gates.png
The bar under the picture is 20 µm long.
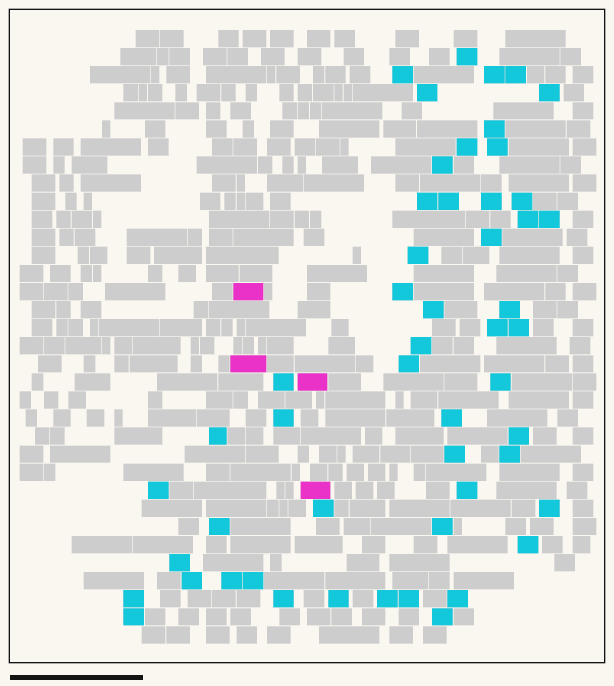
ff_map.png
The bar under the picture is 20 µm long. Other sequential cells in the stronger gray, the rest of the logic in the fainter gray.
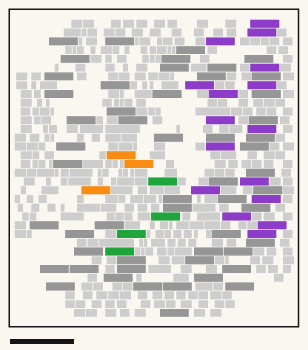
sizing.png
The bar under the picture is 20 µm long.
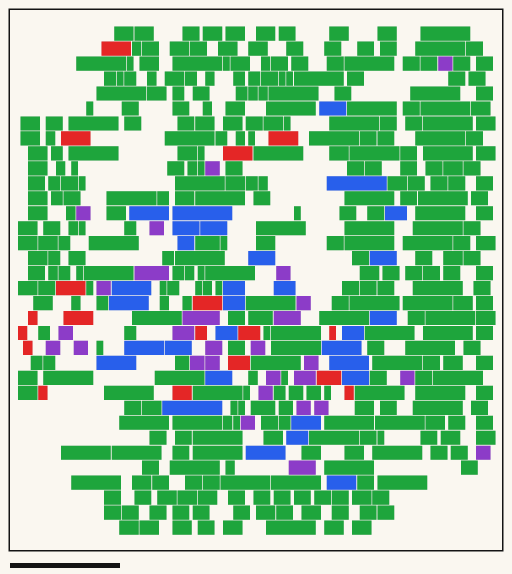
===== src/rtl/mem_port_arbiter.sv =====
// rtl/mem_port_arbiter.sv - shares one single-port memory between IF fetches and MEM loads/stores
// MEM wins ties as the older instruction; a streak limit forces an IF grant to prevent starvation.
module mem_port_arbiter #(
  parameter int ADDR_W     = 16,
  parameter int DATA_W     = 16,
  parameter int STARVE_MAX = 4,
  parameter int TIMEOUT    = 15
) (
  input  logic              clk,
  input  logic              rst_n,
  input  logic              if_req,
  input  logic [ADDR_W-1:0] if_addr,
  output logic              if_valid,
  output logic [DATA_W-1:0] if_rdata,
  input  logic              mem_req,
  input  logic              mem_we,
  input  logic [ADDR_W-1:0] mem_addr,
  input  logic [DATA_W-1:0] mem_wdata,
  output logic              mem_valid,
  output logic [DATA_W-1:0] mem_rdata,
  output logic              stall_if,
  output logic              stall_mem,
  output logic              m_en,
  output logic              m_we,
  output logic [ADDR_W-1:0] m_addr,
  output logic [DATA_W-1:0] m_wdata,
  input  logic [DATA_W-1:0] m_rdata,
  input  logic              m_ready,
  output logic              err
);

  localparam int SW = $clog2(STARVE_MAX + 1);
  localparam int TW = $clog2(TIMEOUT + 1);

  typedef enum logic [1:0] {IDLE, BUSY, RESP} state_t;
  typedef enum logic {OWN_IF, OWN_MEM} owner_t;

  state_t            state, state_nx;
  owner_t            owner;
  logic [SW-1:0]     streak;
  logic [TW-1:0]     wait_cnt;
  logic              force_if, grant_mem, grant_if, timeout_hit, done;
  logic [DATA_W-1:0] cap_data;

  assign force_if    = if_req && (streak == SW'(STARVE_MAX));
  assign grant_mem   = mem_req && !force_if;
  assign grant_if    = if_req && !grant_mem;
  assign timeout_hit = (wait_cnt == TW'(TIMEOUT - 1));
  assign done        = m_ready || timeout_hit;
  // A late m_ready on the last allowed cycle still counts as a real completion.
  assign cap_data    = m_ready ? m_rdata : '0;

  assign m_en      = (state == BUSY);
  assign if_valid  = (state == RESP) && (owner == OWN_IF);
  assign mem_valid = (state == RESP) && (owner == OWN_MEM);
  assign stall_if  = if_req & ~if_valid;
  assign stall_mem = mem_req & ~mem_valid;

  always_comb begin
    state_nx = state;
    case (state)
      IDLE:    if (if_req || mem_req) state_nx = BUSY;
      BUSY:    if (done) state_nx = RESP;
      RESP:    state_nx = IDLE;
      default: state_nx = IDLE;
    endcase
  end

  always_ff @(posedge clk or negedge rst_n) begin
    if (!rst_n) begin
      state     <= IDLE;
      owner     <= OWN_IF;
      m_we      <= 1'b0;
      m_addr    <= '0;
      m_wdata   <= '0;
      streak    <= '0;
      wait_cnt  <= '0;
      err       <= 1'b0;
      if_rdata  <= '0;
      mem_rdata <= '0;
    end else begin
      state <= state_nx;
      case (state)
        IDLE: begin
          wait_cnt <= '0;
          if (!if_req) streak <= '0;
          if (grant_mem) begin
            owner   <= OWN_MEM;
            m_we    <= mem_we;
            m_addr  <= mem_addr;
            m_wdata <= mem_wdata;
            if (if_req && streak != SW'(STARVE_MAX)) streak <= streak + 1'b1;
          end else if (grant_if) begin
            owner   <= OWN_IF;
            m_we    <= 1'b0;
            m_addr  <= if_addr;
            m_wdata <= '0;
            streak  <= '0;
          end
        end
        BUSY: begin
          wait_cnt <= wait_cnt + 1'b1;
          if (done) begin
            if (!m_ready) err <= 1'b1;
            if (owner == OWN_IF) if_rdata <= cap_data;
            else if (!m_we)      mem_rdata <= cap_data;
          end
        end
        default: ;
      endcase
    end
  end

endmodule


===== config.mk =====
export PLATFORM = sky130hd
export DESIGN_NAME = mem_port_arbiter
export DESIGN_NICKNAME = d
export VERILOG_FILES = /design/src/rtl/mem_port_arbiter.sv
export SDC_FILE = /design/constraint.sdc
export NUM_CORES = 1
export LEC_CHECK = 0
export CAP_MARGIN = 5
export CORE_ASPECT_RATIO = 1.1
export CORE_UTILIZATION = 38
export DETAILED_ROUTE_END_ITERATION = 7
export GPL_ROUTABILITY_DRIVEN = 0
export PLACE_DENSITY = 0.77
export SETUP_SLACK_MARGIN = 0.1
export SYNTH_ARGS = -nofsm -noshare
export SYNTH_HDL_FRONTEND = slang
export SYNTH_SLANG_ARGS = --single-unit

===== constraint.sdc =====
create_clock -name clk -period 1.65 [get_ports clk]
set_input_delay 0.4125 -clock clk [delete_from_list [all_inputs] [get_ports clk]]
set_output_delay 0.4125 -clock clk [all_outputs]
set_load 0.01 [all_outputs]

==> impl_metrics.tcl <==
# implementation run metrics
set metrics [dict create \
    status "finished with violations" \
    violations "negative setup slack" \
    diodes 0 \
    final_cell_count_no_fill 544 \
    yosysWarningCount 0 \
    rows 34 \
    min_period_over_period_pct 106 \
    clockBufferDepth 2 \
    timing.setup.tns_ns -2.40 \
    worstSetupStartpointType "flop" \
    warning_count 31 \
    ys_types 32 \
    layout_setup_ws_ns -0.0973 \
    cts_buffers 9 \
    mostFrequentLayoutCells "76 x dfrtp_1, 68 x clkdlybuf4s50_1, 66 x dlygate4sd2_1, 51 x a22o_1, 21 x buf_4" \
    portBuffers 140 \
    htreeDepth 3 \
    rsz0062_at_grt "true" \
    synthToLayoutAreaGrowth_pct 64.2 \
    rrSetupSlack_ns -0.1 \
    clk_latency_ns 0.34 \
    cp_num_cells 6 \
    worst_r2r_path_depth 6 \
    drive_gt1_share_pct 17.4 \
    routed_wl_um 9330 \
    timing.rr.start "state[0]" \
    drt_iter0_drc 103 \
    grt_pass1_wl_um 14500 \
    dr_total_vias 2950 \
    ys_sh_mux_pct 0.705 \
    worstPathArrival_ns 1.97 \
    lay_top_count "dfrtp_1" \
    ant_nets 0 \
    grt_use_total_pct 21.7 \
    synth_stat.cells 267 \
    first_global_vias 2962 \
    clock_sinks 76 \
    fin_nets 506 \
    peakVddDrop_mv 0.877 \
    ys_ff 76 \
    grt_max_degree 34 \
    synth_seq_share_pct 59.6 \
    hp-class "flop to flop" \
    timing.rr.end "mem_rdata[6]" \
    hold_start "err" \
    die_h_um 98.1 \
    syn_area_mm2 0.00319 \
    dpl.cell_count 520 \
    cp_max_fo 16 \
    final_hold_viol_count 0 \
    dp_worst_setup_slack_ns -0.335 \
    crit_start "state[0]" \
    finalSetupViolCount 36 \
    critPathBufInv 3 \
    power.density_mw_per_mm2 1710 \
    tightestPinTransition_ns 0.402 \
    io_pins 141 \
    drt-wirelength-per-cell_um 17.2 \
    min_to "err" \
    max_stage_delay_ns 0.52 \
    critPathTopFamily "simple AND/OR/NAND/NOR gates" \
    p_total_uw 8990 \
    dp_hpwl_um 6450 \
    antenna_found_initial 0 \
    slowest_stage "or4b_4" \
    max_slew_margin_pct 73.2 \
]
-- gates.png (at the start) --
legend:
  non-inverting ao/oa cells:
    color: cyan
    cells: 52
  fa/ha/maj cells:
    color: magenta
    cells: 4
    where: center

-- ff_map.png (at the start) --
legend:
  `if_rdata`:
    color: purple
    placed_flops: 16
  `wait_cnt`:
    color: green
    placed_flops: 4
  `streak`:
    color: orange
    placed_flops: 3
not colored: 53
Final Core Density: 65.2%
P_seq: 3150 µW
Seq area share: 36.3%
Flop area: 0.00190 mm²

-- sizing.png (at the start) --
legend:
  x3 and x4:
    color: purple
    cells: 28
    share: 6.4%
    most_used: buf_4
  x2:
    color: red
    cells: 18
    share: 4.1%
    most_used: o221ai_2
  x1 and smaller:
    color: green
    cells: 360
    share: 83%
    most_used: dfrtp_1
  x6 and larger:
    color: blue
    cells: 30
    share: 6.9%
    most_used: clkbuf_8
cell area after layout: 0.00524 mm²
Repair and plain buffers: 177

[worst max path at each step]
stage / endpoint
CTS: stall_mem
finish: mem_rdata[6]
global placement: stall_if
global route: stall_mem
floorplan: mem_rdata[10]
detailed placement: stall_mem
[final cells by class]
class | count | area [µm²]
fillers | 640 | 2800
flip-flops and latches | 76 | 1900
repair buffers | 177 | 1720
multi-input cells | 147 | 1180
well taps | 108 | 135
clock buffers | 9 | 124
clock inverters | 6 | 113
inverters | 21 | 78.8
[routing by layer]
metal	GRT usage, %	up-vias	wire, µm
met5	0	-	0
met4	7.08	0	165
met3	4.90	14	528
met2	36.6	121	4680
met1	27.0	1476	3960
li1	-	1339	-
[kinds of logic (layout without fill, tap and decap cells)]
group	after synthesis	count (layout)
adders and majority gates	4	4
muxes	2	2
and+or+nand+nor	64	64
AOI/OAI and AO/OA	77	77
buffers and inverters	44	213
DFF	76	76
[where the power goes]
group,switching (µW),total [µW],internal [µW]
clock,692,1690,1000
combinational,1920,4140,2220
sequential,481,3150,2670
total,3100,8990,5890
[sequential cells by signal, summed over array words and instances, names as in the netlist]
signal and cells:
if_rdata 16, m_addr 16, m_wdata 16, mem_rdata 16
wait_cnt 4, streak 3, state 2, err 1
m_we 1, owner 1
[stage by stage]
step / instance area [µm²] / hold slack (ns)
after floorplan: 3220 / 0.117
after global placement: 4940 / 0.365
after detailed placement: 4940 / 0.370
after CTS: 5170 / 0.500
after global routing: 5240 / 0.520
final: 5240 / 0.489
[worst register-to-register path, delay by kind of cell (launching register included)]
kind | cells | cell delay, ns
AND-OR/OR-AND | 1 | 0.19
buffers and inverters | 3 | 0.41
flip-flops | 1 | 0.43
AND/OR/NAND/NOR | 2 | 0.59
[timing repair]
action | CTS | global route
buffers inserted | 5 | 2
setup endpoints to repair | 103 | 72
gates cloned | 1 | 0
gates resized | 99 | 12
endpoints found under the hold margin | 2 | 0
pin swaps | 1 | 1
hold buffers | 1 | 0
[synth_stat cells, drive strengths merged]
library cell / count / area, µm²
or3: 1 / 6.26
a31oi: 1 / 6.26
dfrtp: 76 / 1900
buf: 11 / 70.1
nor2: 5 / 21.3
nor3b: 2 / 20.0
and3b: 1 / 8.76
a21o: 1 / 7.51
nand4: 19 / 119
nand2: 6 / 22.5
or2: 2 / 12.5
o21ai: 6 / 30.0
clkbuf: 12 / 45.0
ha: 4 / 50.1
o31ai: 2 / 15.0
inv: 21 / 78.8
nand2b: 1 / 13.8
nor4bb: 1 / 10.0
a22o: 51 / 447
nand3: 18 / 90.1
or4b: 1 / 10.0
and3: 2 / 12.5
nand3b: 1 / 7.51
mux2: 2 / 22.5
o221ai: 16 / 140
nor2b: 2 / 12.5
and2: 2 / 12.5
Power figures rest on the tool's default switching activity, not on a simulated workload.
